## config.mk

```make
export PLATFORM = sky130hd
export DESIGN_NAME = imem_boot_loader
export DESIGN_NICKNAME = d
export VERILOG_FILES = /design/src/rtl/imem_boot_loader.sv
export SDC_FILE = /design/constraint.sdc
export NUM_CORES = 1
export LEC_CHECK = 0
export ABC_AREA = 1
export CAP_MARGIN = 20
export CORE_AREA = 8 8 213 215
export DETAILED_ROUTE_END_ITERATION = 10
export DIE_AREA = 0 0 221 223
export MAX_ROUTING_LAYER = met4
export PLACE_DENSITY = 0.46
export REMOVE_ABC_BUFFERS = 1
export SETUP_SLACK_MARGIN = 0.15
export SKIP_LAST_GASP = 1
export SYNTH_ARGS = -nofsm -noshare
export SYNTH_HDL_FRONTEND = slang
export SYNTH_SLANG_ARGS = --single-unit
```

## constraint.sdc

```tcl
create_clock -name clk -period 4.55 [get_ports clk]
set_input_delay 0.91 -clock clk [delete_from_list [all_inputs] [get_ports clk]]
set_output_delay 0.91 -clock clk [all_outputs]
set_load 0.02 [all_outputs]
```

## src/rtl/imem_boot_loader.sv

```systemverilog
// Boot loader: streams host words into instruction memory, reads the image back,
// compares checksums and releases the core reset only once the image is verified.
module imem_boot_loader #(
    parameter int unsigned ADDR_W  = 8,
    parameter int unsigned TIMEOUT = 15
) (
    input  logic              clk,
    input  logic              rst,
    input  logic              start,
    input  logic [ADDR_W:0]   word_count,
    input  logic              in_valid,
    input  logic [31:0]       in_data,
    output logic              in_ready,
    output logic              mem_request,
    output logic              mem_we_re,
    output logic [3:0]        mem_masking,
    output logic [ADDR_W-1:0] mem_address,
    output logic [31:0]       mem_w_data,
    input  logic              mem_valid,
    input  logic [31:0]       mem_r_data,
    output logic              core_rst,
    output logic              busy,
    output logic              done,
    output logic              error,
    output logic [31:0]       checksum
);

    localparam int unsigned     TW          = $clog2(TIMEOUT + 1);
    localparam logic [ADDR_W:0] MaxCount    = {1'b1, {ADDR_W{1'b0}}};
    localparam logic [TW-1:0]   TimeoutLast = TW'(TIMEOUT - 1);

    typedef enum logic [2:0] {
        StIdle, StFetch, StWrite, StVerify, StCheck, StDone, StError
    } state_t;

    state_t            state_q, state_d;
    logic [ADDR_W:0]   count_q, count_d;
    logic [ADDR_W-1:0] addr_q, addr_d;
    logic [31:0]       word_q, word_d;
    logic [31:0]       sum_q, sum_d;
    logic [31:0]       rb_q, rb_d;
    logic [TW-1:0]     tcnt_q, tcnt_d;
    logic              last_addr;
    logic              access_d;

    // Compare against count-1 so a full-depth load never needs the address to wrap.
    assign last_addr   = ({1'b0, addr_q} == (count_q - 1'b1));
    assign access_d    = (state_d == StWrite) || (state_d == StVerify);
    assign mem_address = addr_q;
    assign mem_w_data  = word_q;
    assign checksum    = sum_q;

    always_comb begin
        state_d  = state_q;
        count_d  = count_q;
        addr_d   = addr_q;
        word_d   = word_q;
        sum_d    = sum_q;
        rb_d     = rb_q;
        tcnt_d   = tcnt_q;
        in_ready = 1'b0;
        unique case (state_q)
            StIdle, StDone, StError: begin
                if (start) begin
                    if (word_count == '0 || word_count > MaxCount) begin
                        state_d = StError;
                    end else begin
                        count_d = word_count;
                        addr_d  = '0;
                        sum_d   = '0;
                        rb_d    = '0;
                        state_d = StFetch;
                    end
                end
            end
            StFetch: begin
                in_ready = 1'b1;
                if (in_valid) begin
                    word_d  = in_data;
                    sum_d   = sum_q + in_data;
                    tcnt_d  = '0;
                    state_d = StWrite;
                end
            end
            StWrite: begin
                if (mem_valid) begin
                    tcnt_d = '0;
                    if (last_addr) begin
                        addr_d  = '0;
                        state_d = StVerify;
                    end else begin
                        addr_d  = addr_q + 1'b1;
                        state_d = StFetch;
                    end
                end else if (tcnt_q == TimeoutLast) begin
                    state_d = StError;
                end else begin
                    tcnt_d = tcnt_q + 1'b1;
                end
            end
            StVerify: begin
                if (mem_valid) begin
                    tcnt_d = '0;
                    rb_d   = rb_q + mem_r_data;
                    if (last_addr) begin
                        state_d = StCheck;
                    end else begin
                        addr_d = addr_q + 1'b1;
                    end
                end else if (tcnt_q == TimeoutLast) begin
                    state_d = StError;
                end else begin
                    tcnt_d = tcnt_q + 1'b1;
                end
            end
            StCheck: begin
                state_d = (rb_q == sum_q) ? StDone : StError;
            end
            default: state_d = StIdle;
        endcase
    end

    // Outputs are registered from the next state so they line up with state_q.
    always_ff @(posedge clk or posedge rst) begin
        if (rst) begin
            state_q     <= StIdle;
            count_q     <= '0;
            addr_q      <= '0;
            word_q      <= '0;
            sum_q       <= '0;
            rb_q        <= '0;
            tcnt_q      <= '0;
            mem_request <= 1'b0;
            mem_we_re   <= 1'b0;
            mem_masking <= 4'h0;
            core_rst    <= 1'b1;
            busy        <= 1'b0;
            done        <= 1'b0;
            error       <= 1'b0;
        end else begin
            state_q     <= state_d;
            count_q     <= count_d;
            addr_q      <= addr_d;
            word_q      <= word_d;
            sum_q       <= sum_d;
            rb_q        <= rb_d;
            tcnt_q      <= tcnt_d;
            mem_request <= access_d;
            mem_we_re   <= (state_d == StWrite);
            mem_masking <= access_d ? 4'hF : 4'h0;
            core_rst    <= (state_d != StDone);
            busy        <= (state_d == StFetch) || (state_d == StWrite) ||
                           (state_d == StVerify) || (state_d == StCheck);
            done        <= (state_d == StDone);
            error       <= (state_d == StError);
        end
    end

endmodule

```

==> images/route_heat.png <==
The die is cut into 22 by 22 equal tiles; dark purple is low, yellow is high, scaled to the fullest tile. Values are wire area over tile area, all layers added.
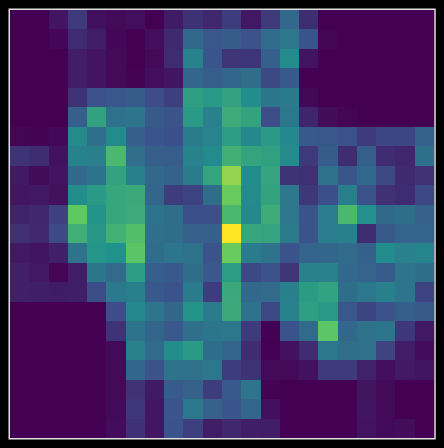
10% of the tiles are over half the peak. The densest ninth of the die: middle. The mean over all tiles is 0.11. 24% of the tiles are nearly empty. The fullest tile reaches 0.48.

==> images/clock_nets.png <==
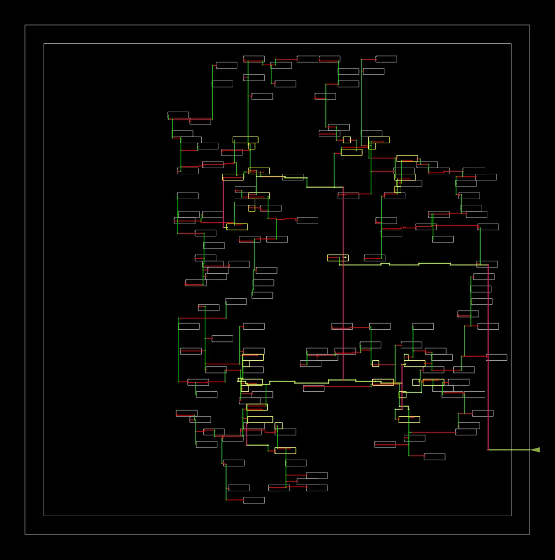
clock tree skew after final layout: 0.01141 ns
Clock Power: 1400 uW
CLK BUF: 17

==> run_summary.xml <==
<?xml version="1.0" encoding="UTF-8"?>
<metrics>
  <group name="hold_path">
    <metric name="endpoint_of_the_worst_hold_path" unit="">mem_w_data[1]</metric>
    <metric name="hold_path.startpoint" unit="">mem_w_data[1]</metric>
    <metric name="worst_hold_path_type" unit="">register to register</metric>
  </group>
  <group name="drt">
    <metric name="met3RoutedLength" unit="um">1140</metric>
    <metric name="drt-vias-per-instance" unit="">4.507</metric>
    <metric name="post-route-drc-count" unit="">0</metric>
    <metric name="drtPass1Iterations" unit="">5</metric>
    <metric name="wl_met1" unit="um">16910</metric>
    <metric name="avgRoutedWirePerCell" unit="um">16.86</metric>
    <metric name="wl" unit="um">35060</metric>
  </group>
  <group name="floorplan">
    <metric name="design.core.area" unit="mm^2">0.04232</metric>
    <metric name="rows" unit="">76</metric>
    <metric name="die_w" unit="um">221</metric>
    <metric name="io_pins" unit="">161</metric>
    <metric name="chipArea" unit="mm^2">0.04928</metric>
    <metric name="die_height" unit="um">223</metric>
  </group>
  <group name="place">
    <metric name="placedInstanceArea" unit="mm^2">0.01169</metric>
    <metric name="post_placement_setup_slack" unit="ns">1.036</metric>
    <metric name="dpl.hpwl" unit="um">28450</metric>
    <metric name="dp.cells" unit="">2046</metric>
  </group>
  <group name="power">
    <metric name="cellInternalPower" unit="uW">4059</metric>
    <metric name="comb_power" unit="uW">4470</metric>
    <metric name="p_leak" unit="uW">0.005836</metric>
    <metric name="largestPowerGroup" unit="">combinational logic</metric>
    <metric name="totalPowerFinal" unit="uW">7937</metric>
    <metric name="peakVddDrop" unit="mV">0.2790</metric>
    <metric name="power.switching" unit="uW">3878</metric>
    <metric name="fraction_of_power_consumed_by_sequential_logic" unit="%">25.9</metric>
    <metric name="power.switching_fraction" unit="%">48.86</metric>
    <metric name="comb_power_share" unit="%">56.4</metric>
    <metric name="pwr-share-clk" unit="%">17.7</metric>
  </group>
  <group name="layout">
    <metric name="signal_buffer_area_fraction" unit="%">13.39</metric>
    <metric name="lay_top_count" unit="">nand2_1</metric>
    <metric name="storage_cell_area" unit="mm^2">0.003154</metric>
    <metric name="sh_seq_area" unit="%">25.70</metric>
    <metric name="comb_area" unit="mm^2">0.005609</metric>
    <metric name="layout.non_clock_inverters" unit="">157</metric>
    <metric name="post-route-cell-area" unit="mm^2">0.01228</metric>
    <metric name="biggestCellCategory" unit="">multi-input combinational cells</metric>
    <metric name="area.share.combinational" unit="%">45.69</metric>
    <metric name="clk_share" unit="%">4.780</metric>
  </group>
  <group name="worst_setup_path">
    <metric name="worstReg2RegEnd" unit="">checksum[18]</metric>
    <metric name="critical_path_arrival" unit="ns">3.37</metric>
    <metric name="worst_setup_path_startpoint" unit="">in_data[0]</metric>
    <metric name="critical-path-max-stage-delay" unit="ns">0.44</metric>
    <metric name="timing.critical_path.from_type" unit="">input port</metric>
  </group>
  <group name="clocking">
    <metric name="cts_repair_resizes" unit="">0</metric>
    <metric name="root_buffer" unit="">clkbuf_16</metric>
    <metric name="tritoncts.num_buffers" unit="">17</metric>
    <metric name="cts_setup_buffers" unit="">0</metric>
    <metric name="worstSkewPairLatency" unit="ns">0.43</metric>
  </group>
  <group name="timing">
    <metric name="timing.setup.tns" unit="ns">0</metric>
    <metric name="timing_worst_slew_pin_value" unit="ns">0.7761</metric>
    <metric name="fin_crit" unit="ns">3.058</metric>
    <metric name="setup_viol_count_final" unit="">0</metric>
    <metric name="hold_slack" unit="ns">0.4684</metric>
  </group>
  <group name="outcome">
    <metric name="outcome" unit="">finished, final reports clean</metric>
  </group>
  <group name="logic_synthesis">
    <metric name="post_synth.cell_area_avg" unit="um^2">6.978</metric>
    <metric name="ys_async_sr_fraction" unit="%">100.0</metric>
    <metric name="syn-instance-count" unit="">1359</metric>
    <metric name="synthSimpleGateAreaFrac" unit="%">30.29</metric>
    <metric name="postSynthRegisterBits" unit="">126</metric>
    <metric name="yosysCellCount" unit="">1359</metric>
    <metric name="post_synth_main_logic_family" unit="">simple AND/OR/NAND/NOR gates</metric>
    <metric name="synthDistinctLibCells" unit="">52</metric>
    <metric name="ys_seq_share" unit="%">33.26</metric>
    <metric name="synth_area" unit="mm^2">0.009483</metric>
    <metric name="synth.mux.area_fraction" unit="%">0</metric>
    <metric name="top_area_share" unit="%">32.99</metric>
  </group>
  <group name="global_routing">
    <metric name="globalRouteTotalUtil" unit="%">14.49</metric>
    <metric name="grt_max_degree" unit="">80</metric>
    <metric name="groute.layer.met2.usage" unit="%">23.95</metric>
    <metric name="grt_util_met3" unit="%">2.324</metric>
  </group>
</metrics>
==> images/util_map.png <==
The bar under the picture is 50 um long. The die is cut into 22 by 22 equal tiles; dark purple is low, yellow is high, 0 to 100% covered.
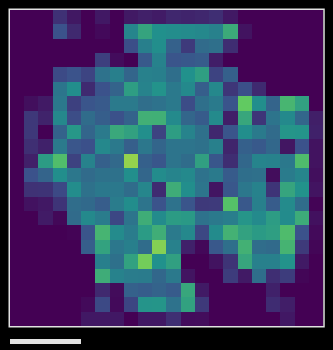
0.80% of the tiles are over 75% full. The densest ninth of the die: middle. The emptiest ninth of the die: bottom left. 30% of the tiles are nearly empty. The mean over all tiles is 24%. The fullest tile reaches 84%.

==> images/ff_map.png <==
The bar under the picture is 50 um long.
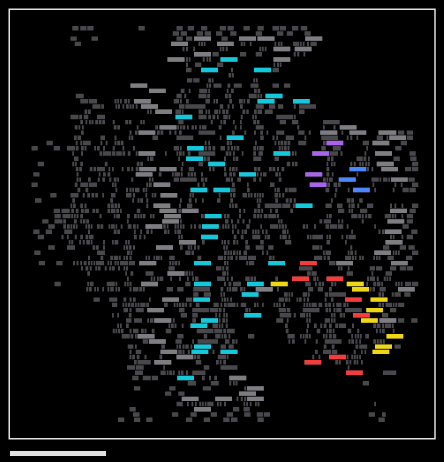
mem_address: shown in red, flops 8. tcnt_q: shown in purple, flops 4. count_q: shown in yellow, flops 9. checksum: shown in cyan, flops 32. state_q: shown in blue, flops 3.

Power figures rest on the tool's default switching activity, not on a simulated workload.
